**src/rtl/puzzle_scrambler.sv**
```systemverilog
// rtl/puzzle_scrambler.sv - scrambles the 3x3 sliding-puzzle board with LFSR-chosen legal blank moves
module puzzle_scrambler #(
  parameter int          SCRAMBLE_MOVES = 64,
  parameter logic [15:0] LFSR_SEED      = 16'hACE1
) (
  input  logic        clk,
  input  logic        rst_n,
  input  logic        start,
  output logic        busy,
  output logic        done,
  output logic [11:0] row1,
  output logic [11:0] row2,
  output logic [11:0] row3,
  output logic [3:0]  blank_pos
);

  typedef enum logic [1:0] {S_IDLE, S_SCRAMBLE, S_DONE} state_t;

  localparam logic [35:0] SOLVED = 36'h123456780;
  localparam logic [15:0] SEED   = (LFSR_SEED == 16'h0) ? 16'hACE1 : LFSR_SEED;
  localparam logic [15:0] MOVES  = 16'(SCRAMBLE_MOVES);

  localparam logic [1:0] DIR_L = 2'b00;
  localparam logic [1:0] DIR_R = 2'b01;
  localparam logic [1:0] DIR_U = 2'b10;
  localparam logic [1:0] DIR_D = 2'b11;

  state_t      state_q, state_d;
  logic [15:0] lfsr_q, lfsr_d;
  logic [35:0] board_q, board_d;
  logic [3:0]  blank_q, blank_d;
  logic [15:0] remaining_q, remaining_d;
  logic [1:0]  prev_dir_q, prev_dir_d;
  logic        prev_valid_q, prev_valid_d;

  logic [1:0]  dir, row, col;
  logic        legal, reverse;
  logic [3:0]  nb, tile;
  logic [35:0] moved;

  // Position i lives at board[35-4*i -: 4], so {row1,row2,row3} is the board.
  function automatic logic [3:0] get_nib(input logic [35:0] b, input logic [3:0] idx);
    get_nib = 4'h0;
    for (int i = 0; i < 9; i++) begin
      if (4'(i) == idx) get_nib = b[35-4*i -: 4];
    end
  endfunction

  always_comb begin
    lfsr_d = lfsr_q[0] ? ((lfsr_q >> 1) ^ 16'hB400) : (lfsr_q >> 1);
    dir    = lfsr_q[1:0];

    case (blank_q)
      4'd0:    {row, col} = {2'd0, 2'd0};
      4'd1:    {row, col} = {2'd0, 2'd1};
      4'd2:    {row, col} = {2'd0, 2'd2};
      4'd3:    {row, col} = {2'd1, 2'd0};
      4'd4:    {row, col} = {2'd1, 2'd1};
      4'd5:    {row, col} = {2'd1, 2'd2};
      4'd6:    {row, col} = {2'd2, 2'd0};
      4'd7:    {row, col} = {2'd2, 2'd1};
      default: {row, col} = {2'd2, 2'd2};
    endcase

    case (dir)
      DIR_L:   begin legal = (col != 2'd0); nb = blank_q - 4'd1; end
      DIR_R:   begin legal = (col != 2'd2); nb = blank_q + 4'd1; end
      DIR_U:   begin legal = (row != 2'd0); nb = blank_q - 4'd3; end
      default: begin legal = (row != 2'd2); nb = blank_q + 4'd3; end
    endcase

    // L/R and U/D pairs differ only in bit 0.
    reverse = prev_valid_q && (dir == {prev_dir_q[1], ~prev_dir_q[0]});
    tile    = get_nib(board_q, nb);

    moved = board_q;
    for (int i = 0; i < 9; i++) begin
      if (4'(i) == blank_q)  moved[35-4*i -: 4] = tile;
      else if (4'(i) == nb)  moved[35-4*i -: 4] = 4'h0;
    end
  end

  always_comb begin
    state_d      = state_q;
    board_d      = board_q;
    blank_d      = blank_q;
    remaining_d  = remaining_q;
    prev_dir_d   = prev_dir_q;
    prev_valid_d = prev_valid_q;
    case (state_q)
      S_IDLE: begin
        if (start) begin
          board_d      = SOLVED;
          blank_d      = 4'd8;
          remaining_d  = MOVES;
          prev_valid_d = 1'b0;
          state_d      = S_SCRAMBLE;
        end
      end
      S_SCRAMBLE: begin
        if (remaining_q == 16'd0) begin
          state_d = S_DONE;
        end else if (legal && !reverse) begin
          board_d      = moved;
          blank_d      = nb;
          prev_dir_d   = dir;
          prev_valid_d = 1'b1;
          remaining_d  = remaining_q - 16'd1;
          if (remaining_q == 16'd1) state_d = S_DONE;
        end
      end
      S_DONE:  state_d = S_IDLE;
      default: state_d = S_IDLE;
    endcase
  end

  always_ff @(posedge clk or negedge rst_n) begin
    if (!rst_n) begin
      state_q      <= S_IDLE;
      lfsr_q       <= SEED;
      board_q      <= SOLVED;
      blank_q      <= 4'd8;
      remaining_q  <= 16'd0;
      prev_dir_q   <= 2'b00;
      prev_valid_q <= 1'b0;
    end else begin
      state_q      <= state_d;
      lfsr_q       <= lfsr_d;
      board_q      <= board_d;
      blank_q      <= blank_d;
      remaining_q  <= remaining_d;
      prev_dir_q   <= prev_dir_d;
      prev_valid_q <= prev_valid_d;
    end
  end

  assign busy      = (state_q == S_SCRAMBLE);
  assign done      = (state_q == S_DONE);
  assign row1      = board_q[35:24];
  assign row2      = board_q[23:12];
  assign row3      = board_q[11:0];
  assign blank_pos = blank_q;

endmodule

```
**config.mk**
```make
export PLATFORM = sky130hd
export DESIGN_NAME = puzzle_scrambler
export DESIGN_NICKNAME = d
export VERILOG_FILES = /design/src/rtl/puzzle_scrambler.sv
export SDC_FILE = /design/constraint.sdc
export NUM_CORES = 1
export LEC_CHECK = 0
export ABC_AREA = 1
export CORE_ASPECT_RATIO = 0.75
export CORE_MARGIN = 2
export CORE_UTILIZATION = 30
export CTS_CLUSTER_DIAMETER = 120
export DETAILED_ROUTE_END_ITERATION = 7
export RECOVER_POWER = 25
export SLEW_MARGIN = 25
export SYNTH_ARGS = -nofsm -noshare
export SYNTH_HDL_FRONTEND = slang
export SYNTH_SLANG_ARGS = --single-unit
export TNS_END_PERCENT = 5
```
**constraint.sdc**
```tcl
create_clock -name clk -period 3.06 [get_ports clk]
set_clock_uncertainty 0.1 [all_clocks]
set_input_delay 0.306 -clock clk [delete_from_list [all_inputs] [get_ports clk]]
set_output_delay 0.306 -clock clk [all_outputs]
set_load 0.01 [all_outputs]
```
Fig. 1: layout detail
Window x 57 to 82, y 40 to 65 µm. Cells in grey, sequential cells in the stronger grey; small squares are vias.
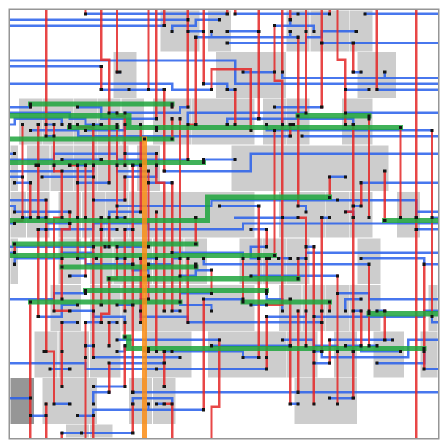
legend:
  M1:
    colour: blue
  M4:
    colour: orange
  M3:
    colour: green
  M2:
    colour: red
sequential cells in the window: 0
most frequent: nand2_1 (20), inv_1 (7), nor2_1 (7)
cells with their middle in the window: 62

Fig. 2: clock distribution
(4 px per µm)
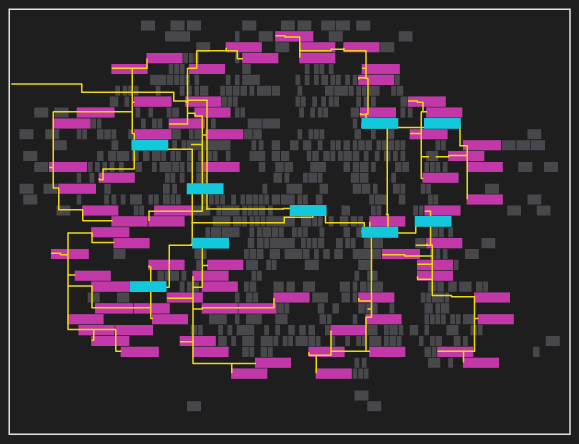
legend:
  flip-flops:
    colour: magenta
    count: 77
  clock-net drivers:
    colour: cyan
    count: 9
  clock wires:
    colour: yellow
    length: 967 µm
routed clock nets: 10
flops lie: spread over the die
clk pwr: 1.05 mW
worst skew pair latency: 0.33 ns
fraction of power consumed by the clock network: 50.3%

Fig. 3: cells coloured by class
(3 px per µm) Fill, decap, tap and diode cells in grey.
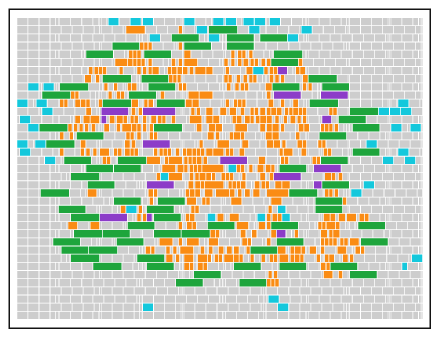
legend:
  registers:
    colour: green
    cells: 77
    share_of_their_area: 40%
  remaining buffers and delay cells:
    colour: cyan
    cells: 51
    share_of_their_area: 10%
  clock drivers and dummy loads:
    colour: purple
    cells: 16
    share_of_their_area: 6.1%
  remaining logic cells:
    colour: orange
    cells: 435
    share_of_their_area: 44%
sequential portion of the cell area: 38.2%
post-layout utilization of the core: 37.6%
standard-cell row count: 37

Fig. 4: placement density heat map
(2 px per µm) The die is cut into 14 by 11 equal tiles; black is low, pale yellow is high, 0 to 100% covered.
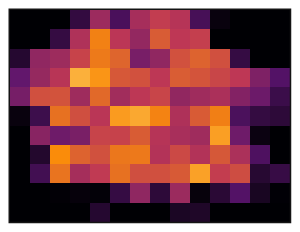
fullest tile: 83%
tiles over 75% full: 3.9%
nearly empty tiles: 24%
mean over tiles: 33%
densest ninth of the die: centre
initial cell density of the core: 30.5%
area of the placeable core: 13600 µm²

==> notes.md <==
Implementation status.

- Non-clock buffers make up 9.57% of the layout cell area.
- Gates resized during post-CTS repair numbered 0.
- The most common logic cells in the final layout are sky130_fd_sc_hd__nand2_1 (174), sky130_fd_sc_hd__dfrtp_1 (54), sky130_fd_sc_hd__nor2_1 (49).
- Summing internal, switching and leakage power gives 2.10 mW.
- The first detailed-routing pass took 5 iterations.
- The cell with the biggest individual delay on the critical path is sky130_fd_sc_hd__fa_1.
- In this run the vertical extent of the chip is 106 µm.
- Global routing consumed, over all layers together, 16.5% of the routing resources.
- In the final design, more cell area goes to logic gates than to any other class.
- The start point of the worst min-delay path is lfsr_q[8].
- The register with the most flip-flops in the layout has 36 of them.
- The capture point of the worst register-to-register path is recorded as board_q[11].
- The final sum of negative setup slack is 0 ns.
- The routability congestion estimate from global placement is 0.986.
- Across the run, the number of max-cap violations was 1.
- By area the synthesized netlist is led by sky130_fd_sc_hd__dfrtp_1 (33%), sky130_fd_sc_hd__nand2_1 (16%), sky130_fd_sc_hd__dfstp_2 (14%), sky130_fd_sc_hd__nand3_1 (5.4%), sky130_fd_sc_hd__nor2_1 (4.4%).
- The count of pins over their slew limit is a little under 80.
- The average via count per standard cell is roughly 5.0.
- The inverter tally of the final layout excluding the clock network is 48.
- The worst hold path cell count is 0.
- met2 track demand over resource after global routing is around 23%.
- For this run, design rule violations remaining after detail routing come to 0.
- In this design, the critical path's most frequently occurring cell is sky130_fd_sc_hd__nand2_1.
- Entering global routing, the biggest net connects 78 pins.
- The most frequently used flop master after synthesis is sky130_fd_sc_hd__dfrtp_1.
- The global route stage reports its total congestion overflow as 0.
- After the first detailed-routing iteration, the DRC count stood at between 300 and 400.
- On the worst path, the slowest cell contributes a delay of 0.50 ns.
- The checks that failed: capacitance limit, slew limit.
- The critical path in the final layout is reported with a setup slack of 0.150 ns.
- The number of diodes is 0.
- Summed over all cells, the static leakage comes to 2.39 nW.
- The count of multi-input gates is 387.
- For this block, the via count after detailed routing is 3745.
- The worst setup path is launched from a register.
- The highest routed metal layer is met4.
- The worst-case headroom to the max-slew limit is -28.7%.
- A synthesized cell averages ~8 µm².
- The flow ran to the end, but the final reports show violations.
- The H-tree depth is 3.
- The basic-gate share of the synthesized area counting and, or, nand and nor cells is 35.2%.
- The count of buffer and inverter cells on the critical path is 2.
- The timing report gives the clock slew at the launch and capture registers of the worst setup and hold paths as 0.06 ns.
- The via count of the first global-routing pass is 3580.
Power figures rest on the tool's default switching activity, not on a simulated workload.
